<file path="config.mk">
export PLATFORM = sky130hd
export DESIGN_NAME = prog_timer_flat
export DESIGN_NICKNAME = d
export VERILOG_FILES = /design/src/rtl/prog_timer_if.sv /design/src/rtl/prog_timer.sv /design/src/flat_wrapper.sv
export SDC_FILE = /design/constraint.sdc
export NUM_CORES = 1
export LEC_CHECK = 0
export ABC_AREA = 1
export CORE_ASPECT_RATIO = 1.1
export CORE_MARGIN = 1.5
export CORE_UTILIZATION = 50
export CTS_CLUSTER_SIZE = 8
export DETAILED_ROUTE_END_ITERATION = 7
export PLACE_DENSITY = 0.7
export SLEW_MARGIN = 20
export SYNTH_ARGS = -nofsm -noshare
export SYNTH_HDL_FRONTEND = slang
export SYNTH_SLANG_ARGS = --single-unit
</file>
<file path="constraint.sdc">
create_clock -name clk -period 2.6 [get_ports clk]
set_input_delay 0.26 -clock clk [delete_from_list [all_inputs] [get_ports clk]]
set_output_delay 0.26 -clock clk [all_outputs]
set_load 0.005 [all_outputs]
</file>
<file path="src/rtl/prog_timer_if.sv">
// ----------------------------------------------------------------------------
// Module      : prog_timer_if
// Description : Control/status bundle for the programmable timer.
//               master : en, start, stop, load, load_val, dir, mode -> timer
//               slave  : cnt, tick, tc, busy                        <- timer
// Revision    : 1.0  initial release
// ----------------------------------------------------------------------------
`default_nettype none

interface prog_timer_if #(
  parameter int WIDTH = 10
);
  logic             en;
  logic             start;
  logic             stop;
  logic             load;
  logic [WIDTH-1:0] load_val;
  logic             dir;
  logic             mode;
  logic [WIDTH-1:0] cnt;
  logic             tick;
  logic             tc;
  logic             busy;

  modport master (
    output en, start, stop, load, load_val, dir, mode,
    input  cnt, tick, tc, busy
  );

  modport slave (
    input  en, start, stop, load, load_val, dir, mode,
    output cnt, tick, tc, busy
  );
endinterface

`default_nettype wire

</file>
<file path="src/rtl/prog_timer.sv">
// ----------------------------------------------------------------------------
// Module      : prog_timer
// Description : Programmable up/down timer with prescaler, periodic or
//               one-shot run mode and synchronous load.
//   clk  : clock, rising edge active
//   rst  : asynchronous active-high reset
//   bus  : prog_timer_if.slave
//            en/start/stop/load/load_val/dir/mode in
//            cnt/tick/tc/busy out (cnt/tick/tc registered)
// Revision    : 1.0  initial release
// ----------------------------------------------------------------------------
`default_nettype none

module prog_timer #(
  parameter int TICK_DIV = 50_000_000,
  parameter int WIDTH    = 10
) (
  input  wire logic     clk,
  input  wire logic     rst,
  prog_timer_if.slave   bus
);

  // A one-value prescaler still needs a 1-bit register to stay legal.
  localparam int               PSC_W   = (TICK_DIV > 1) ? $clog2(TICK_DIV) : 1;
  localparam logic [PSC_W-1:0] PSC_MAX = PSC_W'(TICK_DIV - 1);
  localparam logic [PSC_W-1:0] PSC_ONE = PSC_W'(1);
  localparam logic [WIDTH-1:0] CNT_ONE = WIDTH'(1);

  typedef enum logic [1:0] {
    S_IDLE = 2'd0,
    S_RUN  = 2'd1,
    S_DONE = 2'd2
  } state_t;

  state_t           state_q, state_d;
  logic [WIDTH-1:0] cnt_q, cnt_d;
  logic [WIDTH-1:0] reload_q, reload_d;
  logic [PSC_W-1:0] psc_q, psc_d;
  logic             dir_q, dir_d;
  logic             mode_q, mode_d;
  logic             tick_q, tick_d;
  logic             tc_q, tc_d;

  logic             w_step;
  logic             w_wrap;
  logic [WIDTH-1:0] w_term;
  logic [WIDTH-1:0] w_next;

  assign w_step = (state_q == S_RUN) && bus.en && (psc_q == PSC_MAX);
  assign w_term = dir_q ? {WIDTH{1'b0}} : {WIDTH{1'b1}};
  // Only periodic mode wraps; one-shot stepping from terminal (possible
  // after a load) is an ordinary +/-1 step.
  assign w_wrap = (cnt_q == w_term) && !mode_q;
  assign w_next = w_wrap ? (dir_q ? reload_q : {WIDTH{1'b0}})
                         : (dir_q ? cnt_q - CNT_ONE : cnt_q + CNT_ONE);

  always_comb begin
    state_d  = state_q;
    cnt_d    = cnt_q;
    reload_d = reload_q;
    psc_d    = psc_q;
    dir_d    = dir_q;
    mode_d   = mode_q;
    tick_d   = 1'b0;
    tc_d     = 1'b0;

    if (bus.stop && (state_q != S_IDLE)) begin
      state_d = S_IDLE;
      psc_d   = '0;
    end else if (bus.start && !bus.stop && (state_q != S_RUN)) begin
      state_d = S_RUN;
      dir_d   = bus.dir;
      mode_d  = bus.mode;
      psc_d   = '0;
    end else if (w_step && !bus.load) begin
      // A coincident load discards the step entirely, including DONE entry.
      psc_d  = '0;
      cnt_d  = w_next;
      tick_d = 1'b1;
      if ((w_next == w_term) && !w_wrap) begin
        tc_d = 1'b1;
        if (mode_q) begin
          state_d = S_DONE;
        end
      end
    end else if ((state_q == S_RUN) && bus.en) begin
      psc_d = psc_q + PSC_ONE;
    end

    // Load leaves the FSM alone but overrides count and prescaler.
    if (bus.load) begin
      cnt_d    = bus.load_val;
      reload_d = bus.load_val;
      psc_d    = '0;
    end
  end

  always_ff @(posedge clk or posedge rst) begin
    if (rst) begin
      state_q  <= S_IDLE;
      cnt_q    <= '0;
      reload_q <= '0;
      psc_q    <= '0;
      dir_q    <= 1'b0;
      mode_q   <= 1'b0;
      tick_q   <= 1'b0;
      tc_q     <= 1'b0;
    end else begin
      state_q  <= state_d;
      cnt_q    <= cnt_d;
      reload_q <= reload_d;
      psc_q    <= psc_d;
      dir_q    <= dir_d;
      mode_q   <= mode_d;
      tick_q   <= tick_d;
      tc_q     <= tc_d;
    end
  end

  assign bus.cnt  = cnt_q;
  assign bus.tick = tick_q;
  assign bus.tc   = tc_q;
  assign bus.busy = (state_q == S_RUN);

endmodule

`default_nettype wire

</file>
<file path="src/flat_wrapper.sv">
// flat-port wrapper written by rule: the top's interface ports become plain ports
module prog_timer_flat 
#(
  parameter int TICK_DIV = 50_000_000,
  parameter int WIDTH    = 10
)
  (clk, rst, bus_en, bus_start, bus_stop, bus_load, bus_load_val, bus_dir, bus_mode, bus_cnt, bus_tick, bus_tc, bus_busy);
  prog_timer_if #(.WIDTH(WIDTH)) bus_i ();
  input  wire logic clk;
  input  wire logic rst;
  input wire logic [$bits(bus_i.en)-1:0] bus_en;
  input wire logic [$bits(bus_i.start)-1:0] bus_start;
  input wire logic [$bits(bus_i.stop)-1:0] bus_stop;
  input wire logic [$bits(bus_i.load)-1:0] bus_load;
  input wire logic [$bits(bus_i.load_val)-1:0] bus_load_val;
  input wire logic [$bits(bus_i.dir)-1:0] bus_dir;
  input wire logic [$bits(bus_i.mode)-1:0] bus_mode;
  output wire logic [$bits(bus_i.cnt)-1:0] bus_cnt;
  output wire logic [$bits(bus_i.tick)-1:0] bus_tick;
  output wire logic [$bits(bus_i.tc)-1:0] bus_tc;
  output wire logic [$bits(bus_i.busy)-1:0] bus_busy;
  assign bus_i.en = bus_en;
  assign bus_i.start = bus_start;
  assign bus_i.stop = bus_stop;
  assign bus_i.load = bus_load;
  assign bus_i.load_val = bus_load_val;
  assign bus_i.dir = bus_dir;
  assign bus_i.mode = bus_mode;
  assign bus_cnt = bus_i.cnt;
  assign bus_tick = bus_i.tick;
  assign bus_tc = bus_i.tc;
  assign bus_busy = bus_i.busy;
  prog_timer #(.TICK_DIV(TICK_DIV), .WIDTH(WIDTH)) u_core (.clk(clk), .rst(rst), .bus(bus_i));
endmodule
</file>
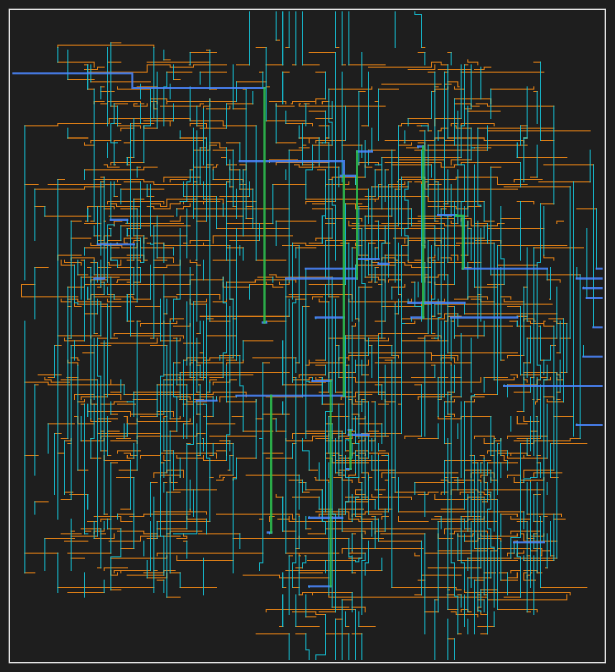
*Signal wires by layer*
layer	color	wire length
met3	blue	191 um
met4	green	166 um
met1	orange	3530 um
met2	cyan	4530 um

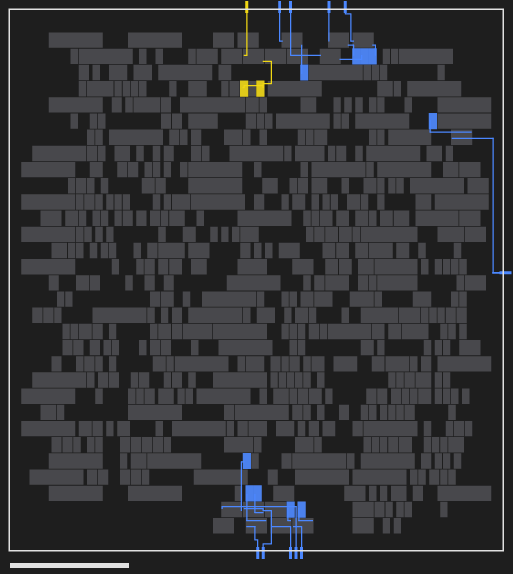
*Wires at chosen ports, followed through buffers*
The bar under the picture is 20 um long.
port	color	bits	direction	edge	end cells	buffers	wire
`bus_load_val`	blue	10	input	5 south, 4 north, 1 east	10	10	160 um
`bus_stop`	yellow	1	input	north	2	1	18.8 um

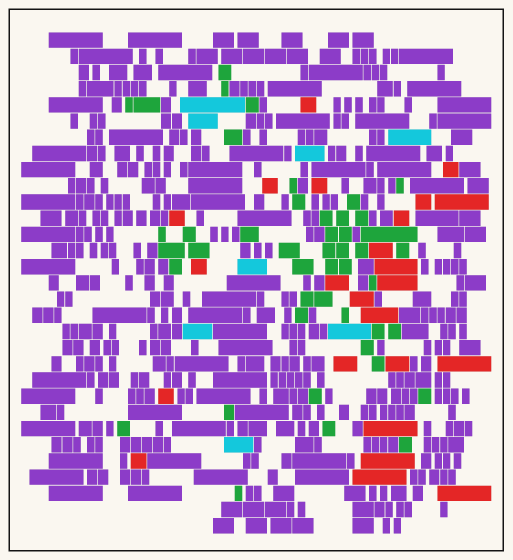
*Sizing map*
size	color	cells	share	most used
drive 1 or less	purple	455	85%	nand2_1
drive 2	green	46	8.6%	nand2_2
drive 6 and up	cyan	8	1.5%	clkbuf_8
drive 3 to 4	red	24	4.5%	buf_4

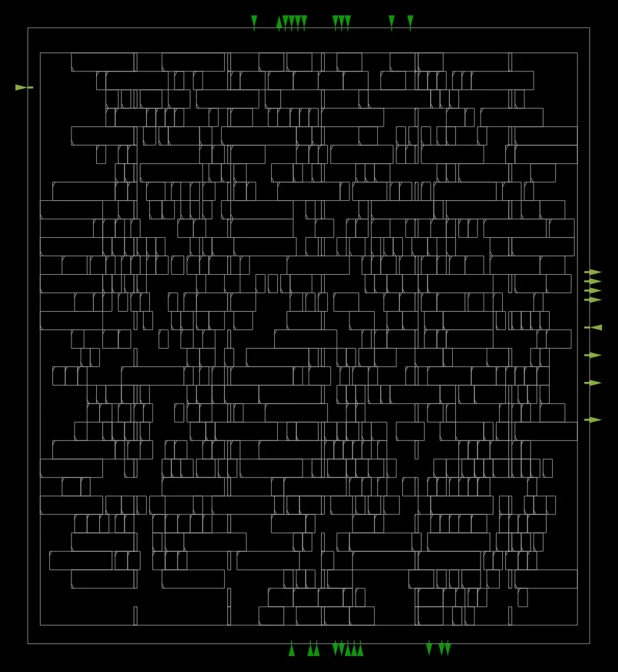
*Cell outlines without signal wires*
fin cells: 615
fin util: 62.3%
registers: 52

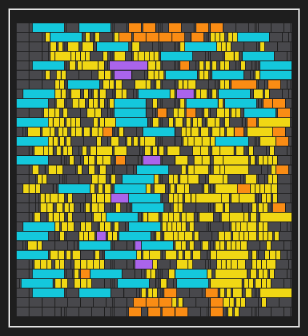
*Placed cells, one color a class*
Fill, decap, tap and diode cells in gray.
class	color	cells
all other logic	yellow	433
clock drivers and dummy loads	purple	8
other buffers and delay cells	orange	40
flip-flops	cyan	52

==> GITHUB_STEP_SUMMARY <==
### Flow metrics

| Metric | Value |
|---|---|
| First-pass GRT wire length | `13500 um` |
| Bufs and invs on worst path | `1` |
| Fmax | `410 MHz` |
| Layout fillers | `609` |
| Met1 WL | `3530 um` |
| Initial antenna violation count | `0` |
| Post-Syn Instances | `492` |
| Worst Setup SP | `u_core.dir_q$_DFFE_PP0P_` |
| Worst reg2reg path startpoint | `u_core.dir_q$_DFFE_PP0P_` |
| Hold_buf cts | `0` |
| Initial Utilization | `52.5%` |
| Clk_lat worst skew | `310 ps` |
| CP arrival | `2650 ps` |
| Dpl cells | `605` |
| Htree depth | `2` |
| Area reported by Yosys stat | `0.00350 mm2` |
| Row count | `31` |
| Tool warning count | `26` |
| Crit-path slowest cell | `dfrtp_2` |
| Mean post-synth cell area | `7.11 um2` |
| CLK BUF | `5` |
| CP endpoint kind | `register` |
| Top power group | `combinational logic` |
| Yosys cell count | `492` |
| Final Critical Period | `2440 ps` |
| CP Class | `reg -> reg` |
| Area share, top type | `37.2%` |
| Vias in the first global route | `3023` |
| Clk_skew | `11.8 ps` |
| Endpoints failing setup | `0` |
| Data buffer area share | `9.33%` |
| Top class by area | `logic gates` |
| Sink Count | `52` |
| Clock-cell share | `2.68%` |
| All-Layer GR Usage | `23.1%` |
| Share of cells above drive strength 1 | `14.6%` |
| Count of pins over their slew limit | `0` |
| R2r worst-path depth | `15` |
| Synth area leader | `dfrtp_1` |
| Post-CTS Repair Setup Buffers | `0` |
| Residual DRC | `0` |
| Num CTS Buffers | `5` |
| Routed wire length | `8420 um` |
| Asr flop ratio synth | `100%` |
| Pre-CTS setup slack | `65.5 ps` |
| Switch Pwr | `0.927 mW` |
| Most instantiated logic cells after routing | `129 x nand2_1, 71 x inv_1, 51 x dfrtp_1` |
| Sw Share | `37.8%` |
| RR Endpoint | `u_core.state_q[0]$_DFFE_PP0P_` |
| Drt first-iter violations | `166` |
| Detail Placement HPWL | `6630 um` |
| Outcome | `finished, final reports clean` |
| Vias per cell | `5.20` |
| Crit share post-route | `93.9%` |
| Final instance area | `0.00416 mm2` |
| Via count | `3200` |
| Met3 routed WL | `191 um` |
| Clock share of power | `22.8%` |
| Max Used Layer | `met4` |
| CP Cell Sequence | `buf_4 > ha_1 > nand2_2 > nor2_4 > nand3_4 > nor2_8 > nand2_2 > nand2_2 > nand3_1 > nor2_1 > nand4_1 > nand2_1 > nand3_2 > nand2_1 > nand2_1` |
| Placed Area | `0.00393 mm2` |
| End point of the critical path | `u_core.state_q[0]$_DFFE_PP0P_` |
| Worst slew pin tran | `494 ps` |
| Core footprint | `0.00667 mm2` |
| Die Wd | `82.8 um` |
| Leak | `1.99 nW` |
| CP top delay family | `simple AND/OR/NAND/NOR gates` |
| Power per cell area | `590 mW/mm2` |
| Clock Power | `0.559 mW` |
| Most numerous logic cell after layout | `nand2_1` |
| Root buffer cell | `clkbuf_8` |
| GP Congestion | `0.877` |
| Sequential share of power | `36.6%` |
| Count leader, synth | `nand2_1` |
| DRT Pass-1 Iters | `4` |
| CTS tree | `built` |
| Non-clk bufs | `40` |
| Hold Path Class | `in -> async` |
| VDD IR max | `0.000291 V` |
| Setup TNS | `0 ps` |
| CP Launch Type | `register` |
| Comb pwr | `0.998 mW` |
| Met2 global-route usage | `41.7%` |
| MI comb area | `0.00196 mm2` |
| Crit path DRT | `2810 ps` |
| Area delta synth->final | `18.8%` |
| Post-Syn Area | `0.00350 mm2` |
| Comb/total area | `47.1%` |
| Final nets | `560` |
| Crit-path max cell delay | `450 ps` |
| Tapcells | `82` |
| Crit path depth | `15` |
| Clock slew at reported path FFs | `100 ps` |
| Register area | `0.00130 mm2` |
| #FFs+latches synth | `52` |
| Max_cap viols | `0` |
| Chip area | `0.00751 mm2` |
| # IOs | `31` |
| Post-synth top cells | `129 x nand2_1, 72 x inv_1, 52 x dfrtp_1` |
| Setup WS post-layout | `159 ps` |
| Die Ht | `90.7 um` |
| Final Hold Vio Count | `0` |
| Top cells by area, synth | `dfrtp_1 37%, nand2_1 14%, inv_1 7.7%, nor2_1 5.3%, nand3_1 5.0%` |
| Post-Synthesis Net Count | `520` |
| Slew Limit Headroom | `66.8%` |
| Comb pwr share | `40.6%` |
| Synth Seq Share | `37.2%` |
| DR WL/cell | `13.7 um` |
| Flip-flops with a built-in enable | `0` |
| Reg-to-reg setup timing slack | `160 ps` |
| Post_cts resized | `0` |
==> state kept, by name, summed over array words and instances (netlist names) <==
name,count
u_core.psc_q,26
u_core.bus.cnt,10
u_core.reload_q,10
u_core.state_q,2
u_core.bus.tc,1
u_core.bus.tick,1
u_core.dir_q,1
u_core.mode_q,1
==> logic make-up after synthesis <==
kind of cell	Yosys count	share of synthesized area, %
AND-OR/OR-AND	59	9.94
XOR/XNOR	5	1.25
adder cells (fa/ha/maj)	10	3.79
buffers and inverters	86	9.55
flip-flops	52	37.2
AND/OR/NAND/NOR	280	38.3
==> stage by stage <==
step / utilization [%] / power, mW
global placement: 58.8 / 1.79
floorplan: - / 1.57
detailed placement: 58.8 / 1.81
global route: 62.3 / 2.61
CTS: 60.5 / 2.37
finish: 62.3 / 2.45
Power is estimated from default activity; no workload was simulated.
